==> src/rtl/arnold_pkg.sv <==
// Shared types and default widths for the Arnold clock/reset generator.
package arnold_pkg;

  localparam int DIV_WIDTH     = 16;
  localparam int RST_LEN_WIDTH = 8;
  localparam int CNT_WIDTH     = 32;

  // Encoded so that the state flop itself is the active-high core reset.
  typedef enum logic {
    S_RUN = 1'b0,
    S_RST = 1'b1
  } state_e;

endpackage

==> src/rtl/arnold_clk_div.sv <==
// Programmable divider producing the registered Arnold clock plus
// single-cycle strobes flagging the rising/falling toggle about to happen.
module arnold_clk_div #(
  parameter int DIV_WIDTH = arnold_pkg::DIV_WIDTH
) (
  input  logic                 clk_48mhz_i,
  input  logic                 reset_i,
  input  logic                 en_i,
  input  logic [DIV_WIDTH-1:0] div_i,
  output logic                 clk_o,
  output logic                 rise_o,
  output logic                 fall_o
);

  logic [DIV_WIDTH-1:0] phase_q;
  logic [DIV_WIDTH-1:0] div_q;
  logic                 hold;
  logic                 hit;

  // A disable only takes effect once the output is low, so a high phase is
  // never cut short.
  assign hold   = !en_i && !clk_o;
  assign hit    = !hold && (phase_q == div_q);
  assign rise_o = hit && !clk_o;
  assign fall_o = hit && clk_o;

  always_ff @(posedge clk_48mhz_i) begin
    if (reset_i) begin
      clk_o   <= 1'b0;
      phase_q <= '0;
      div_q   <= div_i;
    end else if (hold) begin
      phase_q <= '0;
      div_q   <= div_i;
    end else if (hit) begin
      // Divider changes land only on a toggle boundary: no runt pulses.
      clk_o   <= ~clk_o;
      phase_q <= '0;
      div_q   <= div_i;
    end else begin
      phase_q <= phase_q + DIV_WIDTH'(1);
    end
  end

endmodule

==> src/rtl/arnold_clkgen.sv <==
// Arnold core clock and reset sequencer. Define ARNOLD_CLKGEN_CYCLE_CNT_EN to
// build the rising-edge cycle counter; otherwise cycle_cnt_o is tied to 0.
module arnold_clkgen
  import arnold_pkg::state_e;
  import arnold_pkg::S_RST;
  import arnold_pkg::S_RUN;
#(
  parameter int DIV_WIDTH     = arnold_pkg::DIV_WIDTH,
  parameter int RST_LEN_WIDTH = arnold_pkg::RST_LEN_WIDTH,
  parameter int CNT_WIDTH     = arnold_pkg::CNT_WIDTH
) (
  input  logic                     clk_48mhz_i,
  input  logic                     reset_i,
  input  logic                     cfg_en_i,
  input  logic [DIV_WIDTH-1:0]     cfg_div_i,
  input  logic [RST_LEN_WIDTH-1:0] cfg_rst_len_i,
  input  logic                     rst_req_i,
  output logic                     arnold_clk_o,
  output logic                     arnold_rst_o,
  output logic                     busy_o,
  output logic [CNT_WIDTH-1:0]     cycle_cnt_o
);

  state_e                   state_q;
  state_e                   state_d;
  logic [RST_LEN_WIDTH:0]   rst_cnt_q;
  logic [RST_LEN_WIDTH-1:0] len_q;
  logic [RST_LEN_WIDTH:0]   len_end;
  logic                     rst_clr;
  logic                     rst_inc;
  logic                     rise;
  logic                     fall;

  arnold_clk_div #(
    .DIV_WIDTH (DIV_WIDTH)
  ) u_clk_div (
    .clk_48mhz_i (clk_48mhz_i),
    .reset_i     (reset_i),
    .en_i        (cfg_en_i),
    .div_i       (cfg_div_i),
    .clk_o       (arnold_clk_o),
    .rise_o      (rise),
    .fall_o      (fall)
  );

  // One extra bit so len_q+1 never wraps.
  assign len_end = {1'b0, len_q} + (RST_LEN_WIDTH + 1)'(1);

  always_comb begin
    state_d = state_q;
    rst_clr = 1'b0;
    rst_inc = 1'b0;
    case (state_q)
      S_RUN: begin
        if (rst_req_i) begin
          state_d = S_RST;
          rst_clr = 1'b1;
        end
      end
      S_RST: begin
        // A request always restarts, even on the cycle that would release.
        if (rst_req_i) begin
          rst_clr = 1'b1;
        end else if (rise) begin
          rst_inc = 1'b1;
        end else if (fall && (rst_cnt_q == len_end)) begin
          state_d = S_RUN;
        end
      end
      default: begin
        state_d = S_RST;
        rst_clr = 1'b1;
      end
    endcase
  end

  always_ff @(posedge clk_48mhz_i) begin
    if (reset_i) begin
      state_q   <= S_RST;
      rst_cnt_q <= '0;
      len_q     <= cfg_rst_len_i;
    end else begin
      state_q <= state_d;
      if (rst_clr) begin
        rst_cnt_q <= '0;
        len_q     <= cfg_rst_len_i;
      end else if (rst_inc) begin
        rst_cnt_q <= rst_cnt_q + (RST_LEN_WIDTH + 1)'(1);
      end
    end
  end

  assign arnold_rst_o = (state_q == S_RST);
  assign busy_o       = (state_q == S_RST);

`ifdef ARNOLD_CLKGEN_CYCLE_CNT_EN
  logic [CNT_WIDTH-1:0] cycle_cnt_q;

  always_ff @(posedge clk_48mhz_i) begin
    if (reset_i) begin
      cycle_cnt_q <= '0;
    end else if (state_d == S_RST) begin
      cycle_cnt_q <= '0;
    end else if ((state_q == S_RUN) && rise) begin
      cycle_cnt_q <= cycle_cnt_q + CNT_WIDTH'(1);
    end
  end

  assign cycle_cnt_o = cycle_cnt_q;
`else
  assign cycle_cnt_o = '0;
`endif

endmodule

==> config.mk <==
export PLATFORM = sky130hd
export DESIGN_NAME = arnold_clkgen
export DESIGN_NICKNAME = d
export VERILOG_FILES = /design/src/rtl/arnold_pkg.sv /design/src/rtl/arnold_clk_div.sv /design/src/rtl/arnold_clkgen.sv
export SDC_FILE = /design/constraint.sdc
export NUM_CORES = 1
export LEC_CHECK = 0
export CAP_MARGIN = 5
export CORE_UTILIZATION = 44
export CTS_CLUSTER_DIAMETER = 40
export DETAILED_ROUTE_END_ITERATION = 6
export PLACE_DENSITY_LB_ADDON = 0.05
export RECOVER_POWER = 25
export SLEW_MARGIN = 20
export SYNTH_ARGS = -nofsm -noshare
export SYNTH_HDL_FRONTEND = slang
export SYNTH_SLANG_ARGS = --single-unit
==> constraint.sdc <==
create_clock -name clk_48mhz_i -period 2.1 [get_ports clk_48mhz_i]
set_input_delay 0.42 -clock clk_48mhz_i [delete_from_list [all_inputs] [get_ports clk_48mhz_i]]
set_output_delay 0.42 -clock clk_48mhz_i [all_outputs]
set_load 0.01 [all_outputs]
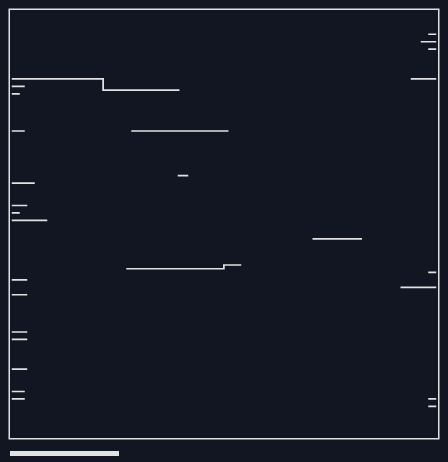
Run 1: met3 routing
Bar = 20 µm.
The layer holds 3.1% of the routed length. The wires run mostly horizontal. 25 nets have wire on it. The longest straight run is 17.7 µm.
met3 usage: 3.84%
Post-Route WL: 4410 µm
via count: 1,768

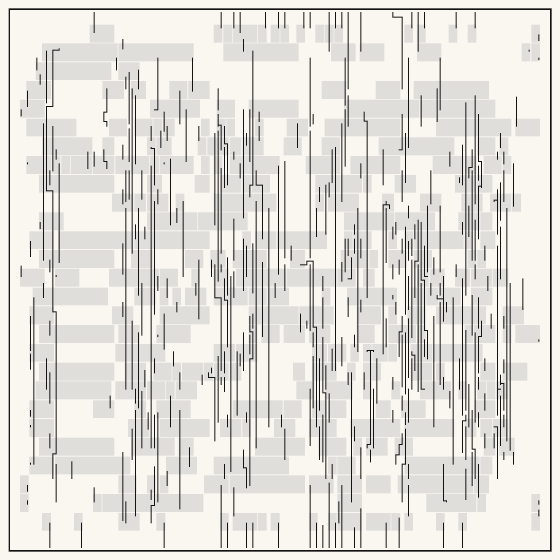
Run 1: metal 2
Cells faint in the background.
The wires run mostly vertical. 296 nets have wire on it. The layer carries 2,360 µm of wire. The longest straight run is 40.8 µm. The layer holds 54% of the routed length.

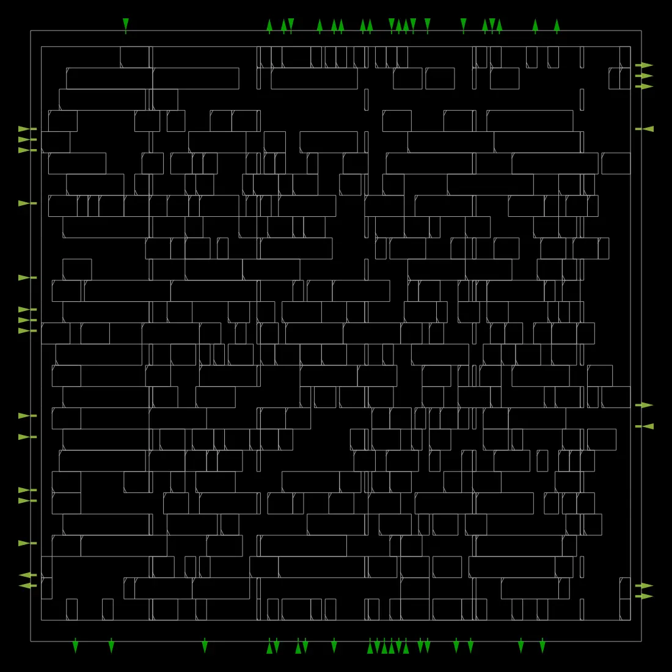
Run 1: placement view
Core Util, Final: 57.5%
seq_cells: 51
Fillers: 514
row count: 27
Layout Cells excl Fill: 385

## run 1: placed cells by master (no fill, tap or decap), types with 2 or more instances in the layout
master / n
conb_1: 32
xnor2_1: 19
dlygate4sd3_1: 17
edfxtp_1: 24
buf_4: 25
mux2i_1: 3
clkbuf_8: 6
and3_1: 4
o211ai_1: 2
nor2_1: 32
or3_4: 4
clkdlybuf4s50_1: 13
o21ai_0: 3
dfxtp_1: 27
or3_1: 4
or2_2: 2
xor2_1: 22
nor4_2: 2
nor4_1: 4
inv_1: 4
nand4_1: 6
nor3_1: 3
nand3_1: 10
nand2_1: 18
a21oi_1: 2
ha_1: 3
and2_1: 3
## run 1: kinds of logic (layout without fill, tap and decap cells)
group                    count (synthesis)  count (layout)  synth area share, %
adder cells (fa/ha/maj)                  3               3                 1.47
XOR/XNOR                                41              41                 14.0
AND/OR/NAND/NOR                        100             101                 19.2
buffers and inverters                   42              70                 11.5
flip-flops                              51              51                 49.3
other                                    1              32                0.147
multiplexers                             3               3                 1.17
AND-OR/OR-AND                           12              12                 3.08
## run 1: critical path, stage by stage (launching register included)
cell      delay [ns]
edfxtp_1        0.39
xor2_1          0.15
nor4_1          0.30
buf_4           0.18
nand3_4         0.08
or3_4           0.44
or4_1           0.47
nand2_1         0.07
## run 1: through the flow
stage	power [mW]	utilization [%]	TNS [ns]	hold slack [ns]	instances
floorplan	1.27	-	0	0.436	284
detailed placement	1.32	54.1	-5.56	0.465	375
finish	1.86	57.5	-0.110	0.481	385
global placement	1.32	54.1	-5.83	0.463	375
CTS	1.89	56.4	-0.213	0.485	384
global route	1.96	57.5	-0.425	0.555	385
## run 1: timing repair
action	CTS	global route
pin swaps	3	3
resized	5	9
gates cloned	1	1
setup buffers	0	0
setup endpoints to repair	15	31
## run 1: area by class of cell
class                   count  share of cell area (%)
multi-input cells         192                    37.4
well taps                  72                    2.83
repair buffers             57                    16.7
clock inverters             1                   0.157
inverters                   5                   0.589
clock buffers               7                    2.71
flip-flops and latches     51                    39.6
## run 1: per-layer routing
metal	up-vias	wire length (µm)
li1	920	-
met1	816	1900
met4	0	15
met3	2	136
met5	-	0
met2	30	2360
## run 1: registers in the layout, summed over array words and instances (netlist names)
register and cells:
u_clk_div.div_q 16, u_clk_div.phase_q 16, rst_cnt_q 9, len_q 8, arnold_rst_o 1, u_clk_div.clk_o 1
## run 1: power groups by stage
stage,Sequential (mW),Clock (mW),Combinational (mW)
final,1.11,0.566,0.190
after global routing,1.11,0.636,0.210
after CTS,1.11,0.589,0.190
after detailed placement,1.13,0,0.186
after global placement,1.13,0,0.185
after floorplan,1.12,0,0.146
## run 1: worst paths after layout
kind                              from                   end  slack (ns)  cells after the start
setup / recovery   u_clk_div.div_q[11]          rst_cnt_q[3]       -0.06                      7
hold / removal    u_clk_div.phase_q[0]  u_clk_div.phase_q[0]        0.48                      1
setup reg to reg   u_clk_div.div_q[11]          rst_cnt_q[3]       -0.06                      7
hold reg to reg   u_clk_div.phase_q[0]  u_clk_div.phase_q[0]        0.48                      1
==> reports/metrics.yaml, run 1 <==
timing:
  setup_violations: 2
  min_period_ns: 2.16
  rsz0062_at_grt: "true"
  fmax_ghz: 0.464
  fin_ws_ns: -0.0559
  skew_ns: 0.00972
drt:
  drtAntennaViolNets: 0
  remaining_drc_errors: 0
  wl_per_cell_um: 11.5
power:
  seqPwrFrac_pct: 59.5
  power.switching_mw: 0.417
  p_comb_share_pct: 10.2
  internal_power_mw: 1.45
final_layout:
  num_antenna_cells: 0
  regArea_um2: 1260
run_status:
  violations: "negative setup slack"
  status: "complete, but fails checks"
yosys:
  ys.flops: 51
  ys_seq_share_pct: 49.3
  synth-edff-count: 24
  synthCells: 253
  ys_warn_count: 0
  most_common_cell: "buf_4"
  syn_area_per_cell_um2: 10.1
floorplanning:
  die_y_um: 78.2
  fp_util_pct: 46.1
  core_um2: 5540
placement:
  placed_cell_area_um2: 3000
  post-dp-hpwl_um: 3220
global_routing:
  grt_pass1_vias: 1548
  grt_overflow: 0
  grt_usage_pct: 15.0
  antenna_found_initial: 0
critical_path:
  required_ns: 2.34
  critPathMaxFanout: 5
clock_network:
  postCtsHoldBufs: 0
  clockRootBuffer: "clkbuf_8"
Run 1, wires at chosen ports, followed through buffers:
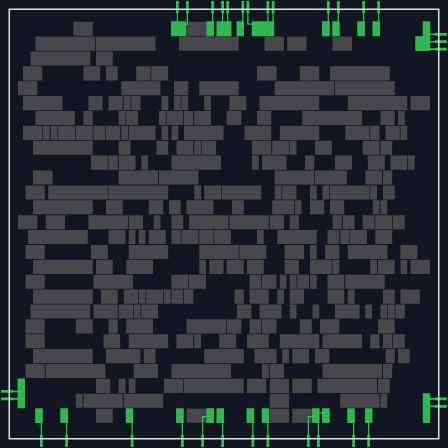

==> run 2: changes to the inputs <==
--- a/config.mk
+++ b/config.mk
@@ -5,12 +5,13 @@
 export SDC_FILE = /design/constraint.sdc
 export NUM_CORES = 1
 export LEC_CHECK = 0
-export CAP_MARGIN = 5
+export CAP_MARGIN = 20
 export CORE_UTILIZATION = 44
 export CTS_CLUSTER_DIAMETER = 40
 export DETAILED_ROUTE_END_ITERATION = 6
 export PLACE_DENSITY_LB_ADDON = 0.05
 export RECOVER_POWER = 25
+export SKIP_CTS_REPAIR_TIMING = 1
 export SLEW_MARGIN = 20
 export SYNTH_ARGS = -nofsm -noshare
 export SYNTH_HDL_FRONTEND = slang
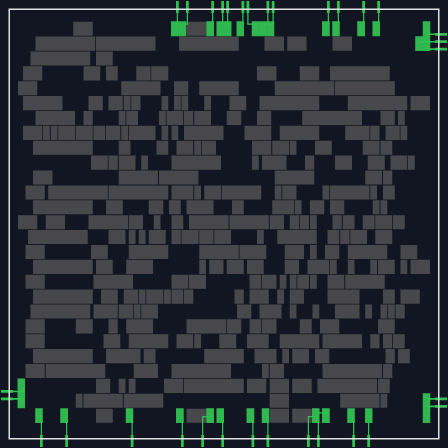
Run 2: wires at chosen ports, followed through buffers
Green marks cycle_cnt_o, bits 32, direction output, edge 13 top, 12 bottom, 5 right, 2 left, end cells 32, buffers 0, wire 96.6 µm.

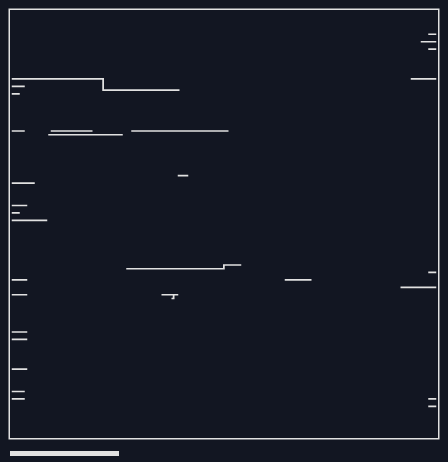
Run 2: met3 routing
Bar = 20 µm.
via count: 1,778
Post-Route WL: 4450 µm

==> reports/metrics.yaml, run 2 <==
global_routing:
  antenna_found_initial: 0  # unchanged
  grt_overflow: 0  # unchanged
  grt_pass1_vias: 1516  # -2.1%
yosys:
  synthCells: 253  # unchanged
  most_common_cell: "buf_4"
  ys_seq_share_pct: 49.3  # unchanged
  ys_warn_count: 0  # unchanged
  synth-edff-count: 24  # unchanged
floorplanning:
  die_y_um: 78.2  # unchanged
  rows: 27  # unchanged
run_status:
  violations: "negative setup slack"
  status: "complete, but fails checks"
timing:
  rsz0062_at_grt: "true"
  setup_violations: 3  # +1
  tns_ns: -0.106  # +0.00386 ns
  fmax_ghz: 0.465  # +0.29%
  skew_ns: 0.00971  # -0.0000185 ns
  fin_ws_ns: -0.0496  # +0.00627 ns
final_layout:
  top_regs: "u_clk_div.div_q x16, u_clk_div.phase_q x16, rst_cnt_q x9"
  layout_top_cells: "nor2_1 (32), conb_1 (32), dfxtp_1 (27), buf_4 (25), edfxtp_1 (24)"
critical_path:
  critPathBufInv: 1  # unchanged
  critPathSlowestCell: "or4_4"
  required_ns: 2.34  # about the same
  crit_chain: "xor2_1 -> nor4_1 -> buf_4 -> nand3_4 -> or3_4 -> or4_4 -> nand2_1"
power:
  internal_power_mw: 1.45  # about the same
  p_comb_share_pct: 10.3  # about the same
  power.switching_mw: 0.418  # +0.32%
  seqPwrFrac_pct: 59.4  # about the same
  p_total_mw: 1.87  # +0.15%
placement:
  post-dp-hpwl_um: 3220  # unchanged
clock_network:
  clockRootBuffer: "clkbuf_8"
-- run 2: worst paths after layout --
path                                             end  depth (start not counted)                  from  slack [ns]
worst max-delay path                    rst_cnt_q[4]                          7   u_clk_div.div_q[12]       -0.05
worst min-delay path            u_clk_div.phase_q[0]                          1  u_clk_div.phase_q[0]        0.48
worst max register to register          rst_cnt_q[4]                          7   u_clk_div.div_q[12]       -0.05
worst min register to register  u_clk_div.phase_q[0]                          1  u_clk_div.phase_q[0]        0.48
-- run 2: power groups by stage --
stage          logic (mW)  clock network [mW]  registers [mW]
2_1_floorplan       0.146                   0            1.12
3_3_place_gp        0.185                   0            1.13
3_5_place_dp        0.186                   0            1.13
4_1_cts             0.187               0.589            1.11
5_1_grt             0.212               0.636            1.11
6_report            0.192               0.566            1.11
-- run 2: kinds of logic after synthesis --
logic type               share of synthesized area (%)
buffers and inverters                             11.5
AND-OR/OR-AND                                     3.08
flip-flops                                        49.3
AND/OR/NAND/NOR                                   19.2
multiplexers                                      1.17
XOR/XNOR                                          14.0
adder cells (fa/ha/maj)                           1.47
other                                            0.147
-- run 2: layer usage --
layer	vias to the layer above	track usage [%]	share of wire, %
met5	-	0	0
met4	0	3.89	0.34
met3	2	3.84	3.5
met2	38	26.5	53
met1	818	17.2	43
li1	920	-	-
-- run 2: cell type report --
type	instances	area, µm²
multi-input cells	192	1190
flip-flops and latches	51	1260
clock inverters	1	5.00
clock buffers	7	86.3
fillers	511	2350
well taps	72	90.1
repair buffers	58	544
inverters	5	18.8
-- run 2: worst reg2reg max path, delay by kind of cell, from the launching register on --
| family | cells | cell delay [ns] |
|---|---|---|
| XOR/XNOR | 1 | 0.15 |
| buffers and inverters | 1 | 0.18 |
| flip-flops | 1 | 0.39 |
| AND/OR/NAND/NOR | 5 | 1.38 |
-- run 2: through the flow --
step	utilization (%)	hold WS [ns]	setup slack [ns]
4_1_cts	55.7	0.485	-0.203
3_3_place_gp	54.1	0.463	-0.359
3_5_place_dp	54.1	0.465	-0.355
6_report	57.6	0.481	-0.0496
5_1_grt	57.6	0.555	-0.133
2_1_floorplan	-	0.436	0.0227
Run 2, metal 2:
Cells faint in the background.
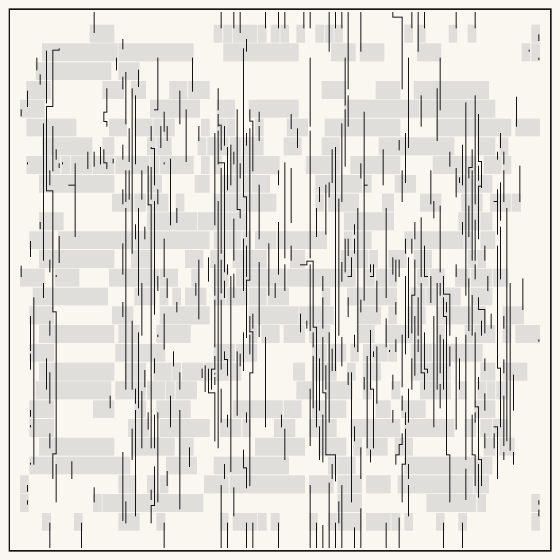

==> run 3: changes to the inputs <==
--- a/config.mk
+++ b/config.mk
@@ -5,10 +5,11 @@
 export SDC_FILE = /design/constraint.sdc
 export NUM_CORES = 1
 export LEC_CHECK = 0
-export CAP_MARGIN = 20
+export CAP_MARGIN = 0
 export CORE_UTILIZATION = 44
 export CTS_CLUSTER_DIAMETER = 40
 export DETAILED_ROUTE_END_ITERATION = 6
+export MAX_ROUTING_LAYER = met4
 export PLACE_DENSITY_LB_ADDON = 0.05
 export RECOVER_POWER = 25
 export SKIP_CTS_REPAIR_TIMING = 1
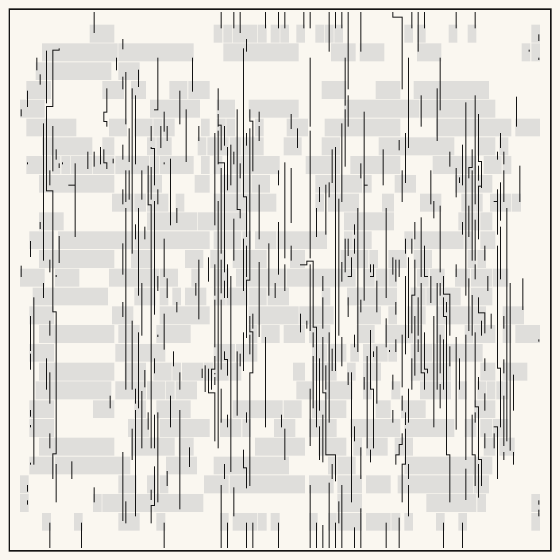
Run 3: metal 2
Cells faint in the background.
The wires run mostly vertical. 297 nets have wire on it. The longest straight run is 35.7 µm. The layer holds 53% of the routed length.

==> reports/metrics.yaml, run 3 <==
run_status:
  status: "complete, but fails checks"
  violations: "negative setup slack"
final_layout:
  layout_top_cells: "nor2_1 (32), conb_1 (32), dfxtp_1 (27), buf_4 (25), edfxtp_1 (24)"
  finalCoreUtilization_pct: 57.6  # unchanged
  fillers: 511  # unchanged
placement:
  post-dp-hpwl_um: 3220  # unchanged
yosys:
  synthCells: 253  # unchanged
  ys_warn_count: 0  # unchanged
  synth-edff-count: 24  # unchanged
  ys_seq_share_pct: 49.3  # unchanged
worst_hold_path:
  min_delay_path_depth: 1  # unchanged
timing:
  setup_violations: 3  # unchanged
  skew_ns: 0.00971  # unchanged
  whs_ns: 0.481  # unchanged
  fin_ws_ns: -0.0496  # unchanged
drt:
  finalWirelength_um: 4450  # unchanged
global_routing:
  grt_pass1_vias: 1514  # -0.13%
  grt.met3_usage_pct: 3.84  # unchanged
  grt_overflow: 0  # unchanged
critical_path:
  cp.depth: 7  # unchanged
  r2r_cells: 7  # unchanged
power:
  p_comb_share_pct: 10.3  # about the same
clock_network:
  clockRootBuffer: "clkbuf_8"
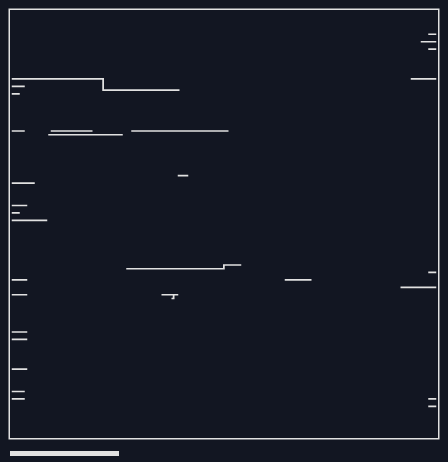
Run 3: met3 routing
Bar = 20 µm.
The longest straight run is 17.7 µm. The layer carries 157 µm of wire.
via count: 1,777

[run 3: cell counts after synthesis]
No cell type changed its count.
[run 3: cells by family (layout without fill, tap and decap cells)]
| logic type | Yosys count | in the layout | share of synthesized area [%] |
|---|---|---|---|
| buffers and inverters | 42 | 71 | 11.5 |
| XOR/XNOR | 41 | 41 | 14.0 |
| multiplexers | 3 | 3 | 1.17 |
| AND/OR/NAND/NOR | 100 | 101 | 19.2 |
| adder cells (fa/ha/maj) | 3 | 3 | 1.47 |
| flip-flops | 51 | 51 | 49.3 |
| AND-OR/OR-AND | 12 | 12 | 3.08 |
| other | 1 | 32 | 0.147 |
[run 3: routing by layer]
layer | part of all wire, % | routed length (µm) | vias up
li1 | - | - | 920
met1 | 43 | 1910 | 817
met2 | 53 | 2370 | 38
met3 | 3.5 | 156 | 2
met4 | 0.34 | 15 | 0
met5 | 0 | 0 | -
[run 3: final timing paths]
kind	from	endpoint	slack (ns)
setup / recovery	u_clk_div.div_q[12]	rst_cnt_q[4]	-0.05
hold / removal	u_clk_div.phase_q[0]	u_clk_div.phase_q[0]	0.48
setup reg to reg	u_clk_div.div_q[12]	rst_cnt_q[4]	-0.05
hold reg to reg	u_clk_div.phase_q[0]	u_clk_div.phase_q[0]	0.48
[run 3: final cells by class]
class	instances	area, µm²	share of cell area [%]
Multi-Input combinational cell	192	1190	37.2
Sequential cell	51	1260	39.5
Tap cell	72	90.1	2.82
Timing Repair Buffer	58	544	17.1
Clock buffer	7	86.3	2.70
Inverter	5	18.8	0.588
Clock inverter	1	5.00	0.157
[run 3: stage by stage]
step | instance area [µm²] | total power [mW] | worst slack [ns] | TNS (ns) | instances
after floorplan | 2680 | 1.27 | 0.0227 | 0 | 284
after global placement | 3000 | 1.32 | -0.359 | -5.83 | 375
after detailed placement | 3000 | 1.32 | -0.355 | -5.56 | 375
after CTS | 3090 | 1.88 | -0.203 | -1.04 | 383
after global routing | 3190 | 1.96 | -0.133 | -0.538 | 386
final | 3190 | 1.87 | -0.0496 | -0.106 | 386
[run 3: worst register-to-register path: cells and delay by family (launching register included)]
family	cells	cell delay, ns
buf+inv	1	0.18
simple gates	5	1.38
xor+xnor	1	0.15
flops	1	0.39
[run 3: power groups by stage]
stage                     Combinational (mW)  Clock [mW]  Sequential, mW
after floorplan                        0.146           0            1.12
after global placement                 0.185           0            1.13
after detailed placement               0.186           0            1.13
after CTS                              0.187       0.589            1.11
after global routing                   0.212       0.638            1.11
final                                  0.192       0.566            1.11
Power is estimated from default activity; no workload was simulated.
